## config.mk

```make
export PLATFORM = sky130hd
export DESIGN_NAME = display_mode_ctrl
export DESIGN_NICKNAME = d
export VERILOG_FILES = /design/src/rtl/display_mode_ctrl.sv
export SDC_FILE = /design/constraint.sdc
export NUM_CORES = 1
export LEC_CHECK = 0
export CAP_MARGIN = 20
export CORE_MARGIN = 5
export CORE_UTILIZATION = 30
export CTS_CLUSTER_DIAMETER = 120
export CTS_CLUSTER_SIZE = 10
export DETAILED_ROUTE_END_ITERATION = 10
export HOLD_SLACK_MARGIN = 0.1
export SLEW_MARGIN = 10
export SYNTH_ARGS = -nofsm -noshare
export SYNTH_HDL_FRONTEND = slang
export SYNTH_SLANG_ARGS = --single-unit
```

## constraint.sdc

```tcl
create_clock -name clk -period 2.1 [get_ports clk]
set_clock_uncertainty 0.1 [all_clocks]
set_input_delay 0.42 -clock clk [delete_from_list [all_inputs] [get_ports clk]]
set_output_delay 0.42 -clock clk [all_outputs]
set_load 0.01 [all_outputs]
```

## src/rtl/display_mode_ctrl.sv

```systemverilog
// Mode sequencer for the reaction-timer / pulse-monitor display mux: switch sync + debounce,
// busy deferral, blanking around switch-overs. Optional auto-scan under `AUTO_SCAN_EN.
module display_mode_ctrl #(
    parameter int DEBOUNCE_CYCLES = 100000,
    parameter int BLANK_CYCLES    = 1000,
    parameter int SCAN_PERIOD     = 200000000
) (
    input  logic clk,
    input  logic rst_n,
    input  logic sw_mode,
    input  logic rt_busy,
`ifdef AUTO_SCAN_EN
    input  logic auto_scan,
`endif
    output logic mode,
    output logic blank,
    output logic mode_changed
);

    localparam int DEB_W = $clog2(DEBOUNCE_CYCLES);
    localparam int BLK_W = $clog2(BLANK_CYCLES + 1);
    localparam logic [DEB_W-1:0] DEB_LAST = DEB_W'(DEBOUNCE_CYCLES - 1);
    localparam logic [BLK_W-1:0] BLK_LAST = BLK_W'(BLANK_CYCLES - 1);

    if (DEBOUNCE_CYCLES < 2 || BLANK_CYCLES < 1 || SCAN_PERIOD < 2) begin : g_bad_params
        $error("display_mode_ctrl: parameter out of range");
    end

    typedef enum logic [1:0] {SHOW, WAIT, BLANK} state_t;

    state_t           state_q, state_d;
    logic             sync1_q, sync1_d, sync2_q, sync2_d;
    logic             deb_q, deb_d;
    logic [DEB_W-1:0] deb_cnt_q, deb_cnt_d;
    logic [BLK_W-1:0] blk_cnt_q, blk_cnt_d;
    logic             mode_q, mode_d, next_q, next_d;
    logic             blank_q, blank_d, mode_changed_q, mode_changed_d;
    logic             target;

`ifdef AUTO_SCAN_EN
    localparam int SCAN_W = $clog2(SCAN_PERIOD);
    localparam logic [SCAN_W-1:0] SCAN_LAST = SCAN_W'(SCAN_PERIOD - 1);

    logic              scan_on_q, scan_on_d, scan_tgt_q, scan_tgt_d;
    logic [SCAN_W-1:0] scan_cnt_q, scan_cnt_d;

    // scan_on_q is the registered auto_scan, so the scan target is valid before it is used
    assign target = scan_on_q ? scan_tgt_q : deb_q;

    always_comb begin
        scan_on_d  = auto_scan;
        scan_tgt_d = scan_tgt_q;
        scan_cnt_d = scan_cnt_q;
        if (auto_scan && !scan_on_q) begin
            scan_tgt_d = mode_q;
            scan_cnt_d = '0;
        end else if (auto_scan) begin
            if (scan_cnt_q == SCAN_LAST) begin
                scan_cnt_d = '0;
                scan_tgt_d = ~scan_tgt_q;
            end else begin
                scan_cnt_d = scan_cnt_q + 1'b1;
            end
        end
    end

    always_ff @(posedge clk or negedge rst_n) begin
        if (!rst_n) begin
            scan_on_q  <= 1'b0;
            scan_tgt_q <= 1'b0;
            scan_cnt_q <= '0;
        end else begin
            scan_on_q  <= scan_on_d;
            scan_tgt_q <= scan_tgt_d;
            scan_cnt_q <= scan_cnt_d;
        end
    end
`else
    assign target = deb_q;
`endif

    always_comb begin
        sync1_d        = sw_mode;
        sync2_d        = sync1_q;
        deb_d          = deb_q;
        deb_cnt_d      = deb_cnt_q;
        state_d        = state_q;
        blk_cnt_d      = blk_cnt_q;
        mode_d         = mode_q;
        next_d         = next_q;
        blank_d        = blank_q;
        mode_changed_d = 1'b0;

        if (sync2_q == deb_q) begin
            deb_cnt_d = '0;
        end else if (deb_cnt_q == DEB_LAST) begin
            deb_d     = sync2_q;
            deb_cnt_d = '0;
        end else begin
            deb_cnt_d = deb_cnt_q + 1'b1;
        end

        case (state_q)
            SHOW, WAIT: begin
                if (target == mode_q) begin
                    state_d = SHOW;
                end else if (!mode_q && rt_busy) begin
                    // leaving the reaction timer mid-test would hide its result
                    state_d = WAIT;
                end else begin
                    next_d    = target;
                    blk_cnt_d = '0;
                    blank_d   = 1'b1;
                    state_d   = BLANK;
                end
            end
            BLANK: begin
                if (blk_cnt_q == BLK_LAST) begin
                    mode_d         = next_q;
                    mode_changed_d = 1'b1;
                    blank_d        = 1'b0;
                    state_d        = SHOW;
                end else begin
                    blk_cnt_d = blk_cnt_q + 1'b1;
                end
            end
            default: begin
                blank_d = 1'b0;
                state_d = SHOW;
            end
        endcase
    end

    always_ff @(posedge clk or negedge rst_n) begin
        if (!rst_n) begin
            sync1_q        <= 1'b0;
            sync2_q        <= 1'b0;
            deb_q          <= 1'b0;
            deb_cnt_q      <= '0;
            state_q        <= SHOW;
            blk_cnt_q      <= '0;
            mode_q         <= 1'b0;
            next_q         <= 1'b0;
            blank_q        <= 1'b0;
            mode_changed_q <= 1'b0;
        end else begin
            sync1_q        <= sync1_d;
            sync2_q        <= sync2_d;
            deb_q          <= deb_d;
            deb_cnt_q      <= deb_cnt_d;
            state_q        <= state_d;
            blk_cnt_q      <= blk_cnt_d;
            mode_q         <= mode_d;
            next_q         <= next_d;
            blank_q        <= blank_d;
            mode_changed_q <= mode_changed_d;
        end
    end

    assign mode         = mode_q;
    assign blank        = blank_q;
    assign mode_changed = mode_changed_q;

endmodule

```

==> run_1/m3.png <==
Drawn at 3 px/µm.
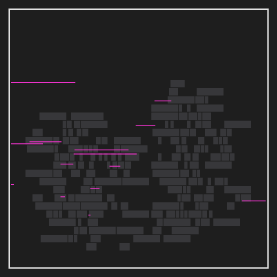
main direction: horizontal
longest straight run: 21.2 µm
nets with wire on the layer: 8
share of all routed wire: 3.6%
wire length on this layer: 111 µm
WL final: 3.09 mm
routing usage on met3: 3.27%
routed via count: 1,250

==> run_1/ff_map.png <==
Drawn at 4 px/µm. Other sequential cells in the stronger gray, the rest of the logic in the fainter gray.
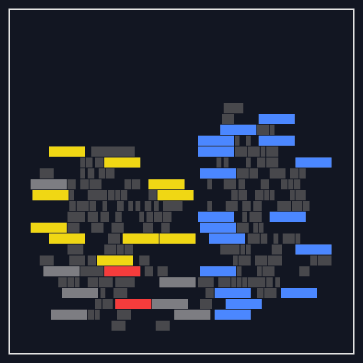
legend:
  `state_q`:
    color: red
    flops: 2
  `blk_cnt_q`:
    color: yellow
    flops: 10
  `deb_cnt_q`:
    color: blue
    flops: 17
not colored: 7
storage element area: 901 µm²
Seq power: 705 µW
final core area utilization: 36.1%
sequential share of cell area: 45.1%

==> run_results.csv, run 1 <==
group,metric,value,unit
power_and_ir_drop,p_comb_share,3.0,%
worst_setup_path,rrSetupSlack,0.24,ns
finish,clockBufferCount,6,
power_and_ir_drop,p_switching,279,µW
finish,clock_cell_area_share,5.38,%
timing,slew_viol_final,0,
synthesis,edf_count,0,
detailed_routing,antenna_left,0,
finish,area_dominant_class,"flip-flops and latches",
floorplanning,taps,72,
placement,globalplace.congestion,0.781,
power_and_ir_drop,power.share.switching,20.7,%
min_path,hold_start,"sync1_q",
finish,syn_to_final_growth,16.2,%
power_and_ir_drop,powerClk,599,µW
timing,setup_viol,0,
power_and_ir_drop,pwr-share-clk,44.6,%
timing,timing.fmax,538,MHz
finish,fillers,548,
worst_setup_path,cp-start-kind,"register",
global_route,grt_max_degree,22,
synthesis,synth_area,0.00172,mm²
timing,slew_headroom,70.0,%
power_and_ir_drop,p_int,1.07,mW
timing,setup_slack,0.242,ns
finish,fin_cells,255,
floorplanning,core_area,0.00554,mm²
synthesis,simple_gate_share,23.4,%
synthesis,yosys-top-cells-area,"dfrtp_1 52%, nor2_1 4.8%, xor2_1 4.6%, nand2_1 3.1%, xnor2_1 3.1%",
power_and_ir_drop,seq_power_share,52.4,%
clock_network,insertion_delay,0.29,ns
floorplanning,fp_util,31.1,%
worst_setup_path,path_max_fanout,7,
finish,n_all_buffers,12,
synthesis,yosys.area_share.xor_xnor,7.64,%
global_route,antenna_found_initial,0,
placement,dp_cells,246,
placement,dpl.hpwl,2.14,mm
synthesis,async_reset_ff_share,100,%
finish,flops,36,
synthesis,syn_avg_cell_area,10.4,µm²
clock_network,cts-root-buf,"clkbuf_8",
clock_network,cts_resized,0,
timing,finalCritPeriodShare,88.5,%
finish,num_antenna_cells,0,
floorplanning,die_x,85.7,µm
synthesis,ys_ff,36,
worst_setup_path,path_class,"register to register",
clock_network,clk_pin_slew,0.07,ns
synthesis,top_area_cell,"dfrtp_1",
worst_setup_path,critical-path-top-delay-family,"simple AND/OR/NAND/NOR gates",
placement,place_area,0.00188,mm²
worst_setup_path,regToRegEndpoint,"deb_cnt_q[16]",
worst_setup_path,reg2regPathDepth,5,
global_route,grt.total_usage,9.35,%
timing,worstMarginPinSlew,0.451,ns
worst_setup_path,r2r_start,"deb_cnt_q[0]",
clock_network,cts_buffers,5,
global_route,grt.overflow.total,0,
detailed_routing,drt-wirelength-per-cell,12.1,µm
detailed_routing,drt_drc_violations_left,0,
power_and_ir_drop,vdd_ir_drop_max,0.000403,V
min_path,hold_path.class,"register to register",
timing,hold_slack,0.251,ns
finish,logic_area,785,µm²
worst_setup_path,path_cells,"ha_1 -> and4_1 -> nand2_1 -> or4_1 -> a21oi_1",
synthesis,synthAoiAreaFrac,10.5,%
synthesis,top_cell,"dfrtp_1",
detailed_routing,first_pass_iters,4,
power_and_ir_drop,maxPowerGroup,"registers",
floorplanning,io_pins,7,
synthesis,common_cells,"36 x dfrtp_1, 22 x nor2_1, 14 x nand2_1, 9 x xor2_1, 7 x o21ai_0",
timing,fin_crit,1.86,ns
synthesis,yosysWarnings,0,
synthesis,synth_nets,172,
timing,rsz0062_at_grt,"no",
timing,setup_tns,0,ns
synthesis,synthTopLogicFamily,"simple AND/OR/NAND/NOR gates",
synthesis,synth_cell_types,41,
finish,fin_area,0.00200,mm²
global_route,grt_pass1_vias,1210,
detailed_routing,drt_iter0_drc,37,
finish,comb_share,39.2,%
placement,port_buffers,6,
clock_network,tritoncts,"yes",
worst_setup_path,worstPathArrival,1.98,ns
synthesis,synth_top_flop_cell,"dfrtp_1",
power_and_ir_drop,p_comb,40.8,µW
min_path,hold_end,"sync2_q",
worst_setup_path,crit_required,2.22,ns
finish,logic_gates,124,
synthesis,synth_adder_area_share,1.45,%
job,drv_cap,0,
floorplanning,die_area,0.00735,mm²
finish,inv_count,3,
run_status,status,"finished clean",
synthesis,synth-seq-area-share,52.4,%
clock_network,clkSinkCount,36,
worst_setup_path,crit_slowest_cell,"or4_1",
global_route,grt_pass1_wl,5.46,mm
detailed_routing,drt-vias-per-instance,4.90,
worst_setup_path,end_kind,"register",
finish,final_layout_size_suffix_gt1_share,11.5,%
min_path,holdPathStages,0,
==> run_1/sizing.png <==
Drawn at 4 px/µm.
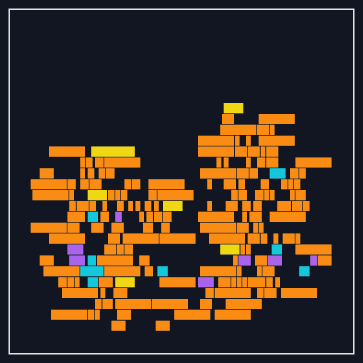
legend:
  x6 and larger:
    color: yellow
    cells: 6
    share: 3.3%
    most_used: clkbuf_8
  x1 and smaller:
    color: orange
    cells: 162
    share: 89%
    most_used: dfrtp_1
  x3 and x4:
    color: cyan
    cells: 8
    share: 4.4%
    most_used: buf_4
  x2:
    color: purple
    cells: 7
    share: 3.8%
    most_used: mux2_2

## run 1: how the worst max path moves through the flow
stage	to	cells past startpoint	start
2_1_floorplan	deb_cnt_q[16]	6	deb_cnt_q[0]
6_report	deb_cnt_q[16]	5	deb_cnt_q[0]
3_5_place_dp	deb_cnt_q[16]	5	deb_cnt_q[0]
4_1_cts	deb_cnt_q[16]	5	deb_cnt_q[0]
3_3_place_gp	blk_cnt_q[3]	6	rt_busy
5_1_grt	deb_cnt_q[16]	5	deb_cnt_q[0]
## run 1: registers in the layout, indices dropped and copies added (netlist names)
register,count
blank,1
sync2_q,1
blk_cnt_q,10
mode,1
deb_cnt_q,17
deb_q,1
next_q,1
mode_changed,1
state_q,2
sync1_q,1
## run 1: per-layer routing
layer / GRT usage, % / vias to the layer above / share of wire (%)
met2: 14.2 / 16 / 44
li1: - / 631 / -
met1: 11.6 / 594 / 50
met3: 3.27 / 9 / 3.6
met4: 5.18 / 0 / 2.2
met5: 0 / - / 0
## run 1: placed cells by master, fill, tap and decap left out, drive strengths merged, types with 2 or more instances in the layout
cell type,Yosys,routed
a21oi,4,4
a22o,2,2
a31oi,6,6
and2,2,2
and4,3,3
buf,3,6
clkbuf,0,6
clkdlybuf4s50,0,5
dfrtp,36,36
ha,2,2
inv,3,3
mux2,3,3
nand2,14,14
nand2b,2,2
nand3,7,7
nand4,6,6
nor2,22,22
nor2b,2,2
nor3,6,6
nor4,2,2
nor4bb,2,2
o21ai,9,9
o31ai,2,2
or3,2,2
xnor2,6,6
xor2,9,9
## run 1: timing repair
action	4_1_cts	5_1_grt
endpoints found under the hold margin	19	0
setup buffers	0	0
hold buffers	1	0
==> run 1 -> run 2 <==
Settings changed: SLEW_MARGIN 10 to unset.
==> run 2 against run 1 <==
  * Clock-buffer cell count did not move
  * Worst hold slack did not move
  * Core utilization did not move
  * Highest routed layer unchanged
  * Critical endpoint unchanged
==> run_results.csv, run 2 <==
group,metric,value,unit
run_status,status,"finished clean",
detailed_routing,num_vias,1250,
finish,logic_gates,124,
min_path,hold_start,"sync1_q",
finish,clockBufferCount,6,
worst_setup_path,reg2regPathDepth,5,
worst_setup_path,worstPathArrival,1.98,ns
finish,regMostFlops,"deb_cnt_q",
detailed_routing,drt_iter0_drc,37,
detailed_routing,first_pass_iters,4,
worst_setup_path,regToRegEndpoint,"deb_cnt_q[16]",
worst_setup_path,rrSetupSlack,0.24,ns
placement,dp_cells,246,
placement,dpl.hpwl,2.14,mm
worst_setup_path,cp-start-kind,"register",
detailed_routing,drt-wirelength-per-cell,12.1,µm
clock_network,cts-root-buf,"clkbuf_8",
worst_setup_path,crit_required,2.22,ns
synthesis,common_cells,"36 x dfrtp_1, 22 x nor2_1, 14 x nand2_1, 9 x xor2_1, 7 x o21ai_0",
timing,fin_crit,1.86,ns
synthesis,top_area_cell,"dfrtp_1",
finish,flops,36,
clock_network,insertion_delay,0.29,ns
detailed_routing,antenna_left,0,
synthesis,synth_top_flop_cell,"dfrtp_1",
timing,hold_slack,0.251,ns
power_and_ir_drop,power.share.switching,20.7,%
detailed_routing,drt-vias-per-instance,4.90,
finish,clock_cell_area_share,5.38,%
synthesis,synth_cell_types,41,
global_route,grt_pass1_wl,5.46,mm
worst_setup_path,startpoint,"deb_cnt_q[0]",
clock_network,cts_resized,0,
clock_network,clk_pin_slew,0.07,ns
floorplanning,core_area,0.00554,mm²
clock_network,clkSinkCount,36,
timing,timing.fmax,538,MHz
power_and_ir_drop,p_int,1.07,mW
finish,final_layout_size_suffix_gt1_share,11.5,%
clock_network,tritoncts,"yes",
timing,setup_slack,0.242,ns
detailed_routing,drt_drc_violations_left,0,
finish,largest_register_ffs,17,
global_route,antenna_found_initial,0,
finish,inv_count,3,
power_and_ir_drop,pwr-share-clk,44.6,%
finish,sh_seq_area,45.1,%
finish,comb_share,39.2,%
timing,setup_viol,0,
finish,logic_area,785,µm²
min_path,hold_path.class,"register to register",
job,drv_cap,0,
power_and_ir_drop,p_seq,705,µW
timing,setup_tns,0,ns
placement,globalplace.congestion,0.781,
power_and_ir_drop,p_comb,40.8,µW
clock_network,cts_buffers,5,
finish,top_regs,"deb_cnt_q x17, blk_cnt_q x10, state_q x2",
global_route,grt.overflow.total,0,
floorplanning,io_pins,7,
synthesis,async_reset_ff_share,100,%
worst_setup_path,path_max_fanout,7,
synthesis,synth-seq-area-share,52.4,%
power_and_ir_drop,maxPowerGroup,"registers",
synthesis,yosys-top-cells-area,"dfrtp_1 52%, nor2_1 4.8%, xor2_1 4.6%, nand2_1 3.1%, xnor2_1 3.1%",
finish,fin_cells,255,
finish,finish.utilization,36.1,%
timing,slew_viol_final,0,
==> run 2: stage by stage <==
step	total power, mW	instance area, µm²
2_1_floorplan	0.732	1720
3_3_place_gp	0.759	1880
3_5_place_dp	0.759	1880
4_1_cts	1.37	2000
5_1_grt	1.41	2000
6_report	1.35	2000
==> run 2: per-layer routing <==
metal	vias to the layer above	wire length, µm	track usage, %
met5	-	0	0
met4	0	69	5.18
met3	9	111	3.27
met2	16	1360	14.2
met1	594	1550	11.6
li1	631	-	-
==> run 2: how the worst max path moves through the flow <==
stage / to / slack, ns / cells past startpoint
after floorplan: deb_cnt_q[16] / 0.40 / 6
after global placement: blk_cnt_q[3] / 0.28 / 6
after detailed placement: deb_cnt_q[16] / 0.27 / 5
after CTS: deb_cnt_q[16] / 0.25 / 5
after global routing: deb_cnt_q[16] / 0.14 / 5
final: deb_cnt_q[16] / 0.24 / 5
==> run 2: critical path, stage by stage, from the launching register on <==
cell and delay, ns:
dfrtp_1 0.39, ha_1 0.21, and4_1 0.36, nand2_1 0.11, or4_1 0.47, a21oi_1 0.15
==> run 2: repair_timing <==
item | 4_1_cts | 5_1_grt
setup endpoints to repair | 0 | 0
endpoints found under the hold margin | 19 | 0
hold buffers | 1 | 0
setup buffers | 0 | 0
==> run 2: cell families after synthesis <==
logic type | Yosys count | synth area share (%)
XOR/XNOR | 15 | 7.64
multiplexers | 4 | 2.55
buffers and inverters | 6 | 2.04
AND-OR/OR-AND | 27 | 10.5
flip-flops | 36 | 52.4
AND/OR/NAND/NOR | 76 | 23.4
adder cells (fa/ha/maj) | 2 | 1.45
==> run_2/ff_map.png <==
Drawn at 4 px/µm. Other sequential cells in the stronger gray, the rest of the logic in the fainter gray.
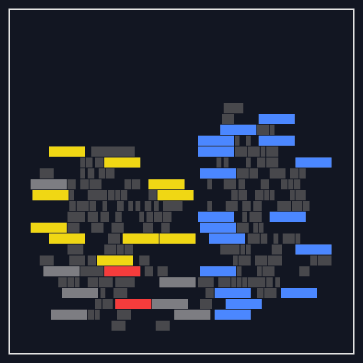
legend:
  `state_q`:
    color: red
    flops: 2
  `blk_cnt_q`:
    color: yellow
    flops: 10
  `deb_cnt_q`:
    color: blue
    flops: 17

==> run_2/class_map.png <==
Drawn at 6 px/µm.
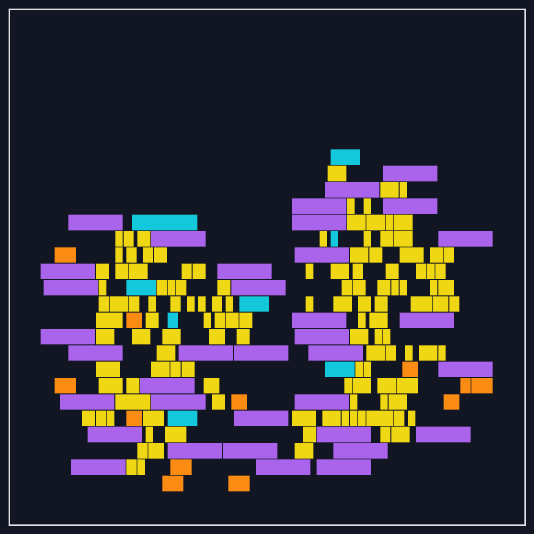
legend:
  registers:
    color: purple
    cells: 36
  remaining logic cells:
    color: yellow
    cells: 127
  remaining buffers and delay cells:
    color: orange
    cells: 12
  clock drivers and dummy loads:
    color: cyan
    cells: 8

==> run 2 -> run 3 <==
Settings changed: CORE_UTILIZATION 30 to 40.
Clock period 2.1 ns to 1.72 ns, I/O delays scaled along.
==> run 3 against run 2 <==
  * Final cell count fell by 1.2%
  * Non-clock buffer count up 20
  * Wire length is 16% higher
  * Register-to-register slack got worse by 0.22 ns
  * Synthesized cell count stayed put
  * Sequential share of layout area shrank 3.7 points
  * Combinational power is 57% higher
  * Final area grew 9.8%
  * Area after synthesis is the same
  * Clock-buffer cell count increased by 1
==> run_results.csv, run 3 <==
group,metric,value,unit
worst_setup_path,crit_cells,5,
power_and_ir_drop,pwr-share-clk,40.7,%
finish,finish.utilization,53.7,%
min_path,hold_path.class,"register to register",
detailed_routing,num_vias,1363,
detailed_routing,antenna_left,0,
worst_setup_path,startpoint,"blk_cnt_q[3]",
clock_network,clkSinkCount,36,
synthesis,common_cells,"36 x dfrtp_1, 22 x nor2_1, 14 x nand2_1, 9 x xor2_1, 7 x o21ai_0",
timing,slew_headroom,72.0,%
detailed_routing,drt-vias-per-instance,5.41,
power_and_ir_drop,seq_power_share,55.2,%
worst_setup_path,slowest_delay,0.45,ns
timing,finalCritPeriodShare,98.6,%
min_path,holdPathStages,0,
detailed_routing,drt-wirelength-per-cell,14.1,µm
finish,num_antenna_cells,0,
timing,slew_viol_final,0,
floorplanning,io_pins,7,
floorplanning,fp_util,42.1,%
worst_setup_path,r2r_start,"blk_cnt_q[3]",
worst_setup_path,path_max_fanout,7,
synthesis,top_area_share,52.4,%
finish,layout_top_cell,"dfrtp_1",
clock_network,cts-root-buf,"clkbuf_8",
synthesis,ys_ff,36,
synthesis,synth_area,0.00172,mm²
finish,final_layout_size_suffix_gt1_share,26.2,%
global_route,grt_pass1_wl,6.02,mm
global_route,antenna_found_initial,0,
job,drv_cap,0,
placement,port_buffers,6,
detailed_routing,drt_drc_violations_left,0,
global_route,grt.total_usage,14.1,%
timing,hold_slack,0.248,ns
synthesis,syn_avg_cell_area,10.4,µm²
synthesis,edf_count,0,
finish,most-common-layout-cells,"31 x dfrtp_1, 25 x buf_4, 22 x nor2_1",
global_route,grt_pass1_vias,1329,
finish,syn_to_final_growth,27.6,%
power_and_ir_drop,maxPowerGroup,"registers",
synthesis,synth_top_flop_cell,"dfrtp_1",
finish,regMostFlops,"deb_cnt_q",
synthesis,synth_cell_types,41,
placement,place_area,0.00197,mm²
timing,timing.fmax,590,MHz
placement,dpl.hpwl,2.45,mm
worst_setup_path,crit_end,"blk_cnt_q[3]",
clock_network,insertion_delay,0.28,ns
synthesis,async_reset_ff_share,100,%
floorplanning,die_area,0.00571,mm²
finish,top_regs,"deb_cnt_q x17, blk_cnt_q x10, state_q x2",
worst_setup_path,regToRegEndpoint,"blk_cnt_q[3]",
worst_setup_path,reg2regPathDepth,5,
power_and_ir_drop,p_comb,63.9,µW
detailed_routing,first_pass_iters,5,
power_and_ir_drop,p_comb_share,4.1,%
power_and_ir_drop,powerClk,635,µW
power_and_ir_drop,p_seq,861,µW
worst_setup_path,rrSetupSlack,0.02,ns
global_route,grt_max_degree,37,
finish,fin_cells,252,
power_and_ir_drop,power,1.56,mW
timing,worstMarginPinSlew,0.414,ns
finish,logic_area,845,µm²
min_path,hold_start,"sync1_q",
timing,setup_viol,0,
power_and_ir_drop,power_density,711,mW/mm²
timing,fin_crit,1.70,ns
finish,regArea,907,µm²
synthesis,synth_nets,172,
worst_setup_path,cp-start-kind,"register",
worst_setup_path,path_class,"register to register",
synthesis,yosysWarnings,0,
finish,fin_area,0.00219,mm²
worst_setup_path,crit_slowest_cell,"dfrtp_2",
floorplanning,core_area,0.00409,mm²
placement,globalplace.congestion,0.795,
detailed_routing,drt_iter0_drc,93,
worst_setup_path,cp_num_buf_inv,1,
power_and_ir_drop,power.share.switching,20.5,%
global_route,grt.overflow.total,0,
clock_network,clk_pin_slew,0.07,ns
worst_setup_path,path_cells,"nand4b_1 -> o31a_1 -> o21ba_4 -> inv_6 -> a31oi_4",
clock_network,ctsHoldBuffers,0,
placement,dp_cells,237,
power_and_ir_drop,p_switching,320,µW
floorplanning,die_x,75.6,µm
clock_network,cts_buffers,5,
synthesis,synth-seq-area-share,52.4,%
synthesis,top_area_cell,"dfrtp_1",
run_status,status,"finished clean",
detailed_routing,wl,3.57,mm
power_and_ir_drop,p_int,1.24,mW
worst_setup_path,end_kind,"register",
worst_setup_path,critical-path-top-delay-family,"AND-OR/OR-AND gates",
worst_setup_path,crit_required,1.82,ns
==> run 3: cell types whose count changed in the layout (fill, tap and decap cells not counted), sizes merged <==
cell           previous run  this run
bufinv                    1         0
clkdlybuf4s50             5         6
dlygate4sd3               1         0
buf                       6        26
clkbuf                    6         7
clkinv                    1         0
==> run 3: metal layers <==
| metal | part of all wire, % | GRT usage [%] | routed length [µm] |
|---|---|---|---|
| met4 | 2.0 | 6.21 | 70 |
| met2 | 47 | 21.5 | 1660 |
| met5 | 0 | 0 | 0 |
| met1 | 47 | 18.8 | 1690 |
| met3 | 4.1 | 4.09 | 146 |
==> run 3: what timing repair did <==
action | CTS | global route
gates resized | 2 | 15
pin swaps | 0 | 7
setup endpoints to repair | 2 | 9
buffers inserted | 1 | 7
==> run 3: cells by family (layout without fill, tap and decap cells) <==
kind of cell	after synthesis	after routing	synth area share, %
adder cells (fa/ha/maj)	2	2	1.45
AND-OR/OR-AND	27	27	10.5
XOR/XNOR	15	15	7.64
AND/OR/NAND/NOR	76	76	23.4
flip-flops	36	36	52.4
buffers and inverters	6	42	2.04
multiplexers	4	4	2.55
==> run 3: per-stage QoR <==
step | worst slack (ns) | TNS [ns]
detailed placement | -0.0718 | -0.149
floorplan | 0.0167 | 0
finish | 0.0238 | 0
CTS | 0.00674 | 0
global placement | 0.0134 | 0
global route | -0.0444 | -0.239
==> run 3: layout make-up <==
class	instances	area share (%)
flip-flops and latches	36	41.3
repair buffers	32	12.2
multi-input cells	124	38.5
well taps	50	2.85
clock buffers	7	4.39
inverters	3	0.741
==> run_3/ff_map.png <==
Drawn at 4 px/µm. Other sequential cells in the stronger gray, the rest of the logic in the fainter gray.
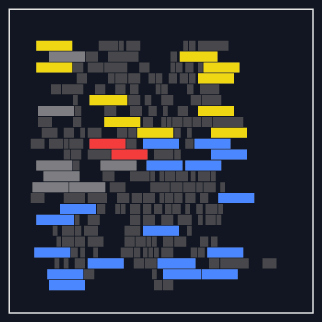
legend:
  `deb_cnt_q`:
    color: blue
    flops: 17
  `state_q`:
    color: red
    flops: 2
  `blk_cnt_q`:
    color: yellow
    flops: 10

==> run_3/m3.png <==
Drawn at 4 px/µm.
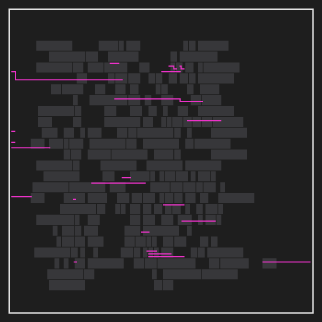
nets with wire on the layer: 18
main direction: horizontal

No activity file was given, so power comes from the tool's default toggle rates.
